==> src/rtl/params_noc.sv <==
// params_noc: shared NoC flit types.
// Flit labels and the VC-less flit bundle carried on the link.
package params_noc;

  typedef enum logic [1:0] {
    HEAD     = 2'd0,
    BODY     = 2'd1,
    TAIL     = 2'd2,
    HEADTAIL = 2'd3
  } flit_label_t;

  typedef struct packed {
    flit_label_t flit_label;
    logic [3:0]  x_Dest;
    logic [3:0]  y_Dest;
    logic [7:0]  data;
  } flit_Data_noVC;

endpackage

==> src/rtl/flit_link_tx.sv <==
// flit_link_tx: link transmitter with framing check and skid store.
// Ports: clk, rst_n (async, active-low); in_flit/in_valid/in_ready from
// the local source; on_off_i = downstream buf_On_Off; out_flit/out_valid
// = downstream input_Data/write_i; err_o = one-cycle drop pulse.
// Build option FLIT_TX_STATS_EN adds pkt_sent_o and flit_sent_o.
module flit_link_tx
  import params_noc::*;
#(
  parameter int SKID_DEPTH = 2
) (
  input  logic          clk,
  input  logic          rst_n,
  input  flit_Data_noVC in_flit,
  input  logic          in_valid,
  output logic          in_ready,
  input  logic          on_off_i,
  output flit_Data_noVC out_flit,
  output logic          out_valid,
  output logic          err_o
`ifdef FLIT_TX_STATS_EN
  ,
  output logic [15:0]   pkt_sent_o,
  output logic [15:0]   flit_sent_o
`endif
);

  localparam int PW = $clog2(SKID_DEPTH);
  localparam int CW = PW + 1;
  localparam logic [CW-1:0] FULL = CW'(SKID_DEPTH);

  localparam logic [0:0] S_IDLE = 1'b0;
  localparam logic [0:0] S_PKT  = 1'b1;

  logic [0:0]    state;
  logic [0:0]    state_nxt;
  flit_Data_noVC mem [SKID_DEPTH];
  logic [PW-1:0] wr_ptr;
  logic [PW-1:0] rd_ptr;
  logic [CW-1:0] cnt;
  logic [CW-1:0] cnt_nxt;

  logic accept;
  logic legal;
  logic push;
  logic pop;
  logic is_head;
  logic is_body;
  logic is_tail;
  logic is_ht;
  logic idle;

  assign is_head = in_flit.flit_label == HEAD;
  assign is_body = in_flit.flit_label == BODY;
  assign is_tail = in_flit.flit_label == TAIL;
  assign is_ht   = in_flit.flit_label == HEADTAIL;
  assign idle    = state == S_IDLE;

  always_comb begin
    legal     = 1'b0;
    state_nxt = state;
    unique case (1'b1)
      idle && is_head: begin
        legal     = 1'b1;
        state_nxt = S_PKT;
      end
      idle && is_ht: begin
        legal = 1'b1;
      end
      !idle && is_body: begin
        legal = 1'b1;
      end
      !idle && is_tail: begin
        legal     = 1'b1;
        state_nxt = S_IDLE;
      end
      default: begin
        legal     = 1'b0;
        state_nxt = state;
      end
    endcase
  end

  // Violating flits are consumed (accept) but never stored (push).
  assign accept  = in_valid & in_ready;
  assign push    = accept & legal;
  assign pop     = (cnt != '0) & on_off_i;
  assign cnt_nxt = cnt + CW'(push) - CW'(pop);

  always_ff @(posedge clk or negedge rst_n) begin
    if (!rst_n) begin
      state     <= S_IDLE;
      wr_ptr    <= '0;
      rd_ptr    <= '0;
      cnt       <= '0;
      in_ready  <= 1'b0;
      out_valid <= 1'b0;
      out_flit  <= '0;
      err_o     <= 1'b0;
      for (int i = 0; i < SKID_DEPTH; i++) begin
        mem[i] <= '0;
      end
    end else begin
      if (push) begin
        mem[wr_ptr] <= in_flit;
        wr_ptr      <= wr_ptr + PW'(1);
        state       <= state_nxt;
      end
      if (pop) begin
        out_flit <= mem[rd_ptr];
        rd_ptr   <= rd_ptr + PW'(1);
      end
      out_valid <= pop;
      cnt       <= cnt_nxt;
      // Registered ready looks at post-edge occupancy, so a pop at
      // this edge reopens the input immediately after it.
      in_ready  <= cnt_nxt < FULL;
      err_o     <= accept & ~legal;
    end
  end

`ifdef FLIT_TX_STATS_EN
  logic pkt_end;

  assign pkt_end = (mem[rd_ptr].flit_label == TAIL) |
                   (mem[rd_ptr].flit_label == HEADTAIL);

  always_ff @(posedge clk or negedge rst_n) begin
    if (!rst_n) begin
      pkt_sent_o  <= '0;
      flit_sent_o <= '0;
    end else if (pop) begin
      flit_sent_o <= flit_sent_o + 16'd1;
      if (pkt_end) begin
        pkt_sent_o <= pkt_sent_o + 16'd1;
      end
    end
  end
`else
`endif

endmodule

==> config.mk <==
export PLATFORM = sky130hd
export DESIGN_NAME = flit_link_tx
export DESIGN_NICKNAME = d
export VERILOG_FILES = /design/src/rtl/params_noc.sv /design/src/rtl/flit_link_tx.sv
export SDC_FILE = /design/constraint.sdc
export NUM_CORES = 1
export LEC_CHECK = 0
export CAP_MARGIN = 20
export CORE_UTILIZATION = 52
export DETAILED_ROUTE_END_ITERATION = 16
export PLACE_DENSITY = 0.78
export SYNTH_ARGS = -nofsm -noshare
export SYNTH_HDL_FRONTEND = slang
export SYNTH_SLANG_ARGS = --single-unit
export TNS_END_PERCENT = 10
==> constraint.sdc <==
create_clock -name clk -period 2.4 [get_ports clk]
set_input_delay 0.36 -clock clk [delete_from_list [all_inputs] [get_ports clk]]
set_output_delay 0.36 -clock clk [all_outputs]
set_load 0.02 [all_outputs]
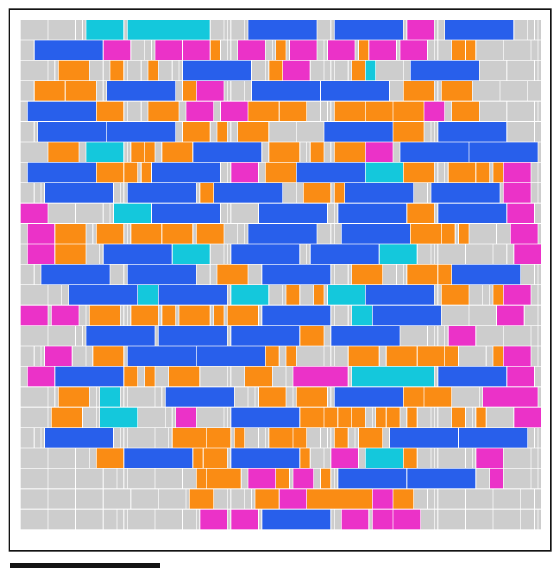
**Above:** run 1 (cell classes on the final placement).
Bar = 20 um. Fill, decap, tap and diode cells in grey.
| colour | class | cells | share of their area |
|---|---|---|---|
| cyan | clock drivers and dummy loads | 16 | 7.0% |
| blue | flops | 62 | 48% |
| orange | combinational and other logic | 117 | 29% |
| magenta | other buffers and delay cells | 49 | 15% |

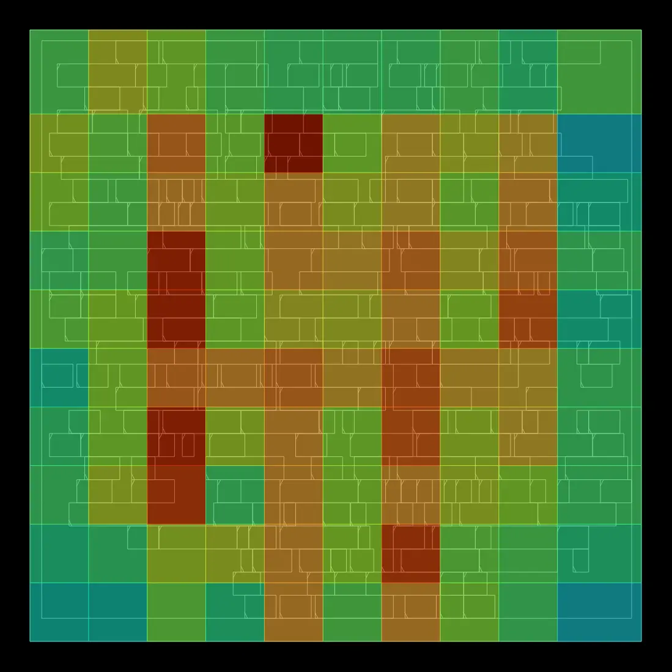
**Above:** run 1 (track usage over the die).
met1 usage: 0.258
GRT busiest layer: met2
routed wire length per instance: 14.3 um

==> impl_metrics.ini, run 1 <==
; physical design summary
[logic_synthesis]
synth.cellmix.xorXnorShare = 0.0265
synth_cells = 188
adder_share = 0.00982
yosysWarnings = 0
synth_flops = 62
synth-simple-area-share = 0.0516
ys_cells = 188

[finish]
nNonClkInverters = 3
regArea_mm2 = 0.00155
comb_share = 0.280
fillerInstances = 352
comb_area_um2 = 921
largestClassByArea = registers
synthToLayoutAreaGrowth_pct = 28.9
largest_register_ffs = 36
clockBufferCount = 11

[final_timing]
slew_viol_final = 0
tns_ps = 0
period_needed_ps = 1970
worst_clock_skew_ps = 5.86

[setup_path]
path_class = in -> reg
cp_num_buf_inv = 3
cp_cell_sequence = clkdlybuf4s50_1 > xnor3_2 > nand3_1 > ha_1 > inv_1 > ha_1 > xnor2_1 > xor2_1 > inv_1
worstSetupEndpoint = cnt[1]
r2r_slack_ps = 610
cp_max_fo = 2

[clocking]
post-cts-setup-buffers = 0
root_buffer = clkbuf_8
clkSlewWorstSetupHoldPaths_ps = 70
htreeDepth = 3

[route]
drc = 0

[pwr]
leakagePower_uw = 0.00148
ir_drop_uv = 669

[min_path]
holdCritPathClass = in -> async

[place]
dp.cells = 295

[global_route]
antenna_found_initial = 0

[flow_run]
warnings = 26

[outcome]
status = complete, no violations
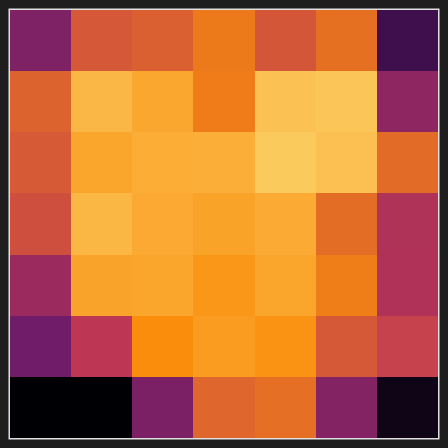
**Above:** run 1 (placement density heat map).
7 x 7 tiles, from black (low) to pale yellow (high), 0 to 100% covered.
densest ninth of the die: centre
emptiest ninth of the die: lower left
mean over tiles: 62%
fullest tile: 89%
tiles over 75% full: 41%
nearly empty tiles: 4.1%
Core Region: 0.00472 mm^2
Final Util: 0.695
FP Util: 0.539

run 1: layer usage:
layer | vias to the layer above | part of all wire | routed length, um | global-route usage
li1 | 750 | - | - | -
met1 | 790 | 0.47 | 2110 | 0.258
met2 | 35 | 0.48 | 2120 | 0.317
met3 | 8 | 0.028 | 123 | 0.0500
met4 | 0 | 0.020 | 91 | 0.118
met5 | - | 0 | 0 | 0
run 1: worst register-to-register path, cell delays in order, from the launching register on:
cell and delay, ps:
dfrtp_1 420, xnor3_2 240, nand3_1 120, ha_1 290
inv_1 40, ha_1 180, xnor2_1 160, xor2_1 190
inv_1 50
run 1: cells in the mapped netlist:
library cell	number	area share
and3b_1	1	0.0034
buf_12	1	0.0079
buf_2	2	0.0039
buf_6	2	0.0088
clkbuf_1	4	0.0059
dfrtp_1	62	0.61
ha_1	2	0.0098
inv_1	3	0.0044
mux2_2	34	0.15
mux2i_1	18	0.071
nand2_1	21	0.031
nand2_4	1	0.0044
nand2b_2	1	0.0034
nand3_1	4	0.0079
nor2_1	1	0.0015
o211ai_1	1	0.0029
o21ai_0	23	0.045
o31ai_1	1	0.0029
xnor2_1	3	0.010
xnor3_2	1	0.0093
xor2_1	2	0.0069
run 1: through the flow:
step | util | setup slack, ps | total power (uW) | instance area, um^2 | hold WS (ps)
finish | 0.695 | 426 | 4480 | 3280 | 23.9
global route | 0.695 | 277 | 4760 | 3280 | 63.9
CTS | 0.695 | 427 | 4540 | 3280 | 36.6
detailed placement | 0.648 | 49.0 | 3500 | 3060 | 396
global placement | 0.648 | 95.2 | 3430 | 3060 | 391
floorplan | - | 253 | 2890 | 2550 | 64.4
run 1: power by group:
group          switching, uW  total [uW]  leakage, uW  internal (uW)
registers                289        1840     0.000748           1550
clock network            401        1010     0.000102            613
logic                    748        1630     0.000628            878
total                   1440        4480      0.00148           3040
==> run 2, diff against run 1 <==
==> constraint.sdc (replaced) <==
create_clock -name clk -period 2 [get_ports clk]
set_input_delay 0.3 -clock clk [delete_from_list [all_inputs] [get_ports clk]]
set_output_delay 0.3 -clock clk [all_outputs]
set_load 0.02 [all_outputs]
==> run 2 against run 1 <==
Net effect: worst hold slack better by 450 ps; critical path depth shrank 1; non-clock buffer count is 3 higher; clock skew rose by 1.1 ps; sequential power rose by about 20%; synthesized cell count unchanged; sequential share of layout area decreased by 0.21 points; critical endpoint unchanged; highest routed layer unchanged.
==> impl_metrics.ini, run 2 <==
; physical design summary
[outcome]
status = complete, no violations

[logic_synthesis]
top_area_frac = 0.609
ys_async_sr_fraction = 1.00
synth_flops = 62
yosysWarnings = 0
ff_type = dfrtp_1
yosysMostFrequentCell = dfrtp_1

[clocking]
root_buffer = clkbuf_8
post-cts-setup-buffers = 0

[pwr]
comb_power_share = 0.387
ir_drop_uv = 845
pwr-share-clk = 0.195
maxPowerGroup = registers
pwr-share-seq = 0.418
leakagePower_uw = 0.00149
p_comb_uw = 2030
power.switching_uw = 1710
power.internal_uw = 3550

[finish]
synthToLayoutAreaGrowth_pct = 29.5
largest_register_ffs = 36

[min_path]
holdCritPathClass = reg -> reg

[floorplanning]
core_mm2 = 0.00472
initial_core_util = 0.539

[setup_path]
cp_max_fo = 3
path_class = reg -> reg

[route]
drc = 0

[final_timing]
period_needed_ps = 1930

[global_route]
antenna_found_initial = 0
-- run 2: cell counts after synthesis --
No cell type changed its count.
-- run 2: layout make-up --
class,count,share of cell area
clock buffers,15,0.0565
inverters,3,0.00341
multi-input cells,114,0.287
flip-flops and latches,62,0.470
well taps,67,0.0254
repair buffers,52,0.157
-- run 2: routing by layer --
| layer | part of all wire | GRT usage |
|---|---|---|
| met3 | 0.026 | 0.0417 |
| met4 | 0.023 | 0.124 |
| met1 | 0.46 | 0.262 |
| met5 | 0 | 0 |
| met2 | 0.49 | 0.319 |
-- run 2: through the flow --
stage	TNS (ps)	total power (uW)	setup slack, ps	cells	hold slack, ps
3_5_place_dp	-3760	4210	-301	297	332
4_1_cts	0	5240	59.3	313	483
6_report	0	5250	67.4	313	476
3_3_place_gp	-2570	4130	-224	297	338
2_1_floorplan	0	3470	20.6	188	4.41
5_1_grt	0	5560	6.18	313	509
-- run 2: worst max-delay path by stage --
stage | start | to | slack (ps)
finish | state | cnt[1] | 70
global route | state | cnt[1] | 6
CTS | in_flit[17] | cnt[1] | 60
detailed placement | in_flit[17] | cnt[1] | -300
global placement | in_flit[17] | cnt[1] | -220
floorplan | cnt[1] | cnt[1] | 20
-- run 2: critical path, cell delays in order, from the launching register on --
cell	delay, ps
dfrtp_1	400
xnor3_2	410
nand3_2	110
ha_4	270
inv_1	40
ha_2	180
xnor2_2	160
xor2_1	190
inv_1	60
-- run 2: cell families after synthesis --
group	after synthesis	share of synthesized area
flops	62	0.609
mux	52	0.221
fa+ha+maj	2	0.00982
xor+xnor	6	0.0265
simple gates	29	0.0516
compound gates	25	0.0511
buf+inv	12	0.0309
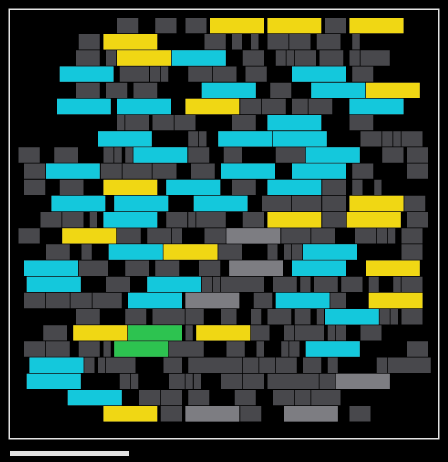
**Above:** run 2 (sequential cells grouped by signal name).
Bar = 20 um. Other sequential cells in the stronger grey, the rest of the logic in the fainter grey.
| colour | netlist name | sequential cells |
|---|---|---|
| yellow | `out_flit` | 18 |
| green | `cnt` | 2 |
| cyan | `mem` | 36 |
not coloured: 6
sequential power: 2200 uW
Reg area: 0.00155 mm^2

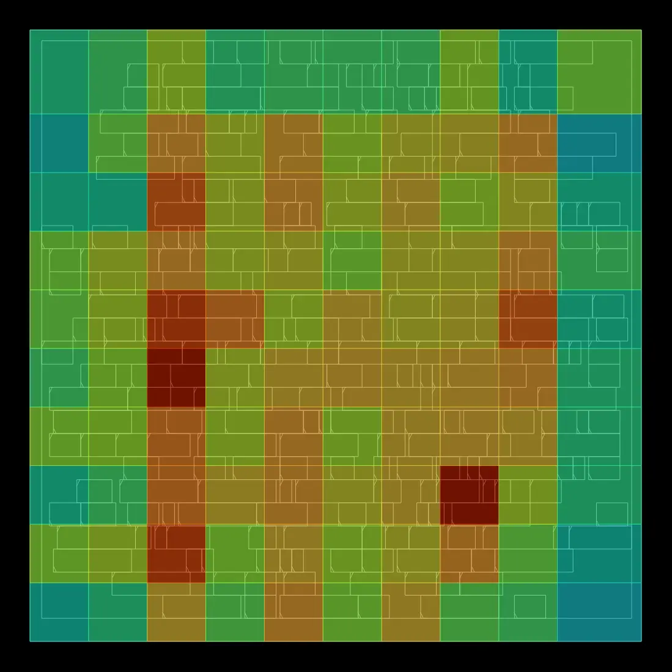
**Above:** run 2 (track usage over the die).
Final Util: 0.699
routed wire length per instance: 14.5 um
GR Util met3: 0.0417
Total GRT Usage: 0.203

==> run 3, diff against run 2 <==
--- a/config.mk
+++ b/config.mk
@@ -6,9 +6,8 @@
 export NUM_CORES = 1
 export LEC_CHECK = 0
 export CAP_MARGIN = 20
-export CORE_UTILIZATION = 52
+export CORE_UTILIZATION = 40
 export DETAILED_ROUTE_END_ITERATION = 16
-export PLACE_DENSITY = 0.78
 export SYNTH_ARGS = -nofsm -noshare
 export SYNTH_HDL_FRONTEND = slang
 export SYNTH_SLANG_ARGS = --single-unit
==> run 3 against run 2 <==
Net effect: area after synthesis unchanged; synthesized cell count unchanged; maximum frequency up 2.1%; sequential share of layout area down 1.0 points; cell area up 2.2%; non-clock buffer count up 3.
==> impl_metrics.ini, run 3 <==
; physical design summary
[logic_synthesis]
ys_async_sr_fraction = 1.00
ff_type = dfrtp_1
yosysMostFrequentCell = dfrtp_1
yosysWarnings = 0
top_area_frac = 0.609
synth_cells = 188
synth_flops = 62

[pwr]
power.internal_uw = 3720
pwr-share-clk = 0.220
p_comb_uw = 2050
comb_power_share = 0.378
power.switching_uw = 1690
maxPowerGroup = registers
leakagePower_uw = 0.00153
p_seq_uw = 2180

[min_path]
holdCritPathClass = reg -> reg

[place]
pre_cts_ws_ps = -276
dp.cells = 308
hpwl_um = 3000

[floorplanning]
initial_core_util = 0.423

[clocking]
root_buffer = clkbuf_8

[setup_path]
critical_path.top_delay_family = XOR/XNOR gates
cpMostUsedCell = inv_1
cp_num_buf_inv = 3
slowest_delay_ps = 470
path_class = in -> reg
cp-startpoint = in_flit[17]
cp_max_fo = 2

[final_timing]
tns_ps = 0
period_needed_ps = 1890
layout_setup_ws_ps = 107

[finish]
fin_cells = 325
largest_register_ffs = 36
top_register = mem

[global_route]
grt.total_usage = 0.156
antenna_found_initial = 0

[route]
drc = 0
wl_per_cell_um = 13.7

[outcome]
status = complete, no violations
## run 3: metrics by stage
| stage | hold WS [ps] | total power (uW) | util | instance area, um^2 |
|---|---|---|---|---|
| 6_report | 483 | 5410 | 0.560 | 3370 |
| 5_1_grt | 511 | 5790 | 0.560 | 3370 |
| 4_1_cts | 490 | 5470 | 0.557 | 3360 |
| 3_5_place_dp | 325 | 4250 | 0.520 | 3130 |
| 3_3_place_gp | 328 | 4200 | 0.520 | 3130 |
| 2_1_floorplan | 4.41 | 3470 | - | 2550 |
## run 3: kinds of logic (layout without fill, tap and decap cells)
family	Yosys count	after routing	synth area share
AND-OR/OR-AND	25	25	0.0511
XOR/XNOR	6	6	0.0265
adder cells (fa/ha/maj)	2	2	0.00982
buffers and inverters	12	74	0.0309
flip-flops	62	62	0.609
multiplexers	52	52	0.221
AND/OR/NAND/NOR	29	29	0.0516
## run 3: cell type report
class | count | area (um^2)
Multi-Input combinational cell | 114 | 936
Timing Repair Buffer | 55 | 566
Inverter | 3 | 11.3
Clock buffer | 12 | 145
Clock inverter | 4 | 70.1
Tap cell | 75 | 93.8
Fill cell | 539 | 2650
Sequential cell | 62 | 1550
## run 3: worst paths after layout
path / end / depth (start not counted)
hold reg to reg: out_flit[6] / 2
min in group asynchronous: mem[11] / 2
setup reg to reg: cnt[1] / 8
setup / recovery: cnt[1] / 9
hold / removal: out_flit[6] / 2
max in group asynchronous: out_flit[17] / 3
## run 3: repair_timing
action	CTS	global route
setup endpoints to repair	0	1
endpoints found under the hold margin	23	0
hold buffers	1	0
resized	0	3
buffers inserted	0	0
## run 3: per-layer routing
metal	vias to the layer above	wire length, um	global-route usage
li1	769	-	-
met3	9	161	0.0433
met2	31	2070	0.231
met5	-	0	0
met1	761	2130	0.202
met4	0	96	0.0947
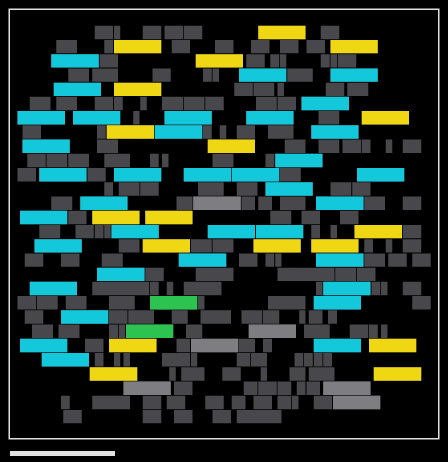
**Above:** run 3 (sequential cells grouped by signal name).
Bar = 20 um. Other sequential cells in the stronger grey, the rest of the logic in the fainter grey.
| colour | netlist name | sequential cells |
|---|---|---|
| cyan | `mem` | 36 |
| green | `cnt` | 2 |
| yellow | `out_flit` | 18 |
Seq/total area: 0.460
Final Util: 0.560

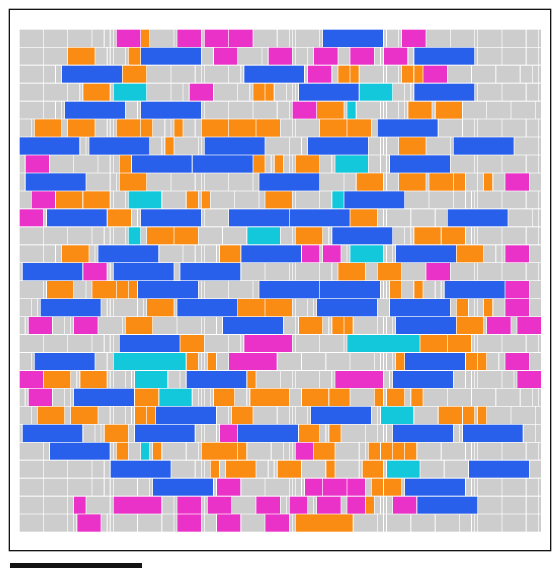
**Above:** run 3 (cell classes on the final placement).
Bar = 20 um. Fill, decap, tap and diode cells in grey.
| colour | class | cells | share of their area |
|---|---|---|---|
| magenta | other buffers and delay cells | 55 | 17% |
| cyan | clock drivers and dummy loads | 16 | 6.6% |
| orange | combinational and other logic | 117 | 29% |
| blue | flops | 62 | 47% |
Core Region: 0.00603 mm^2
design area: 0.00337 mm^2

Power is estimated from default activity; no workload was simulated.
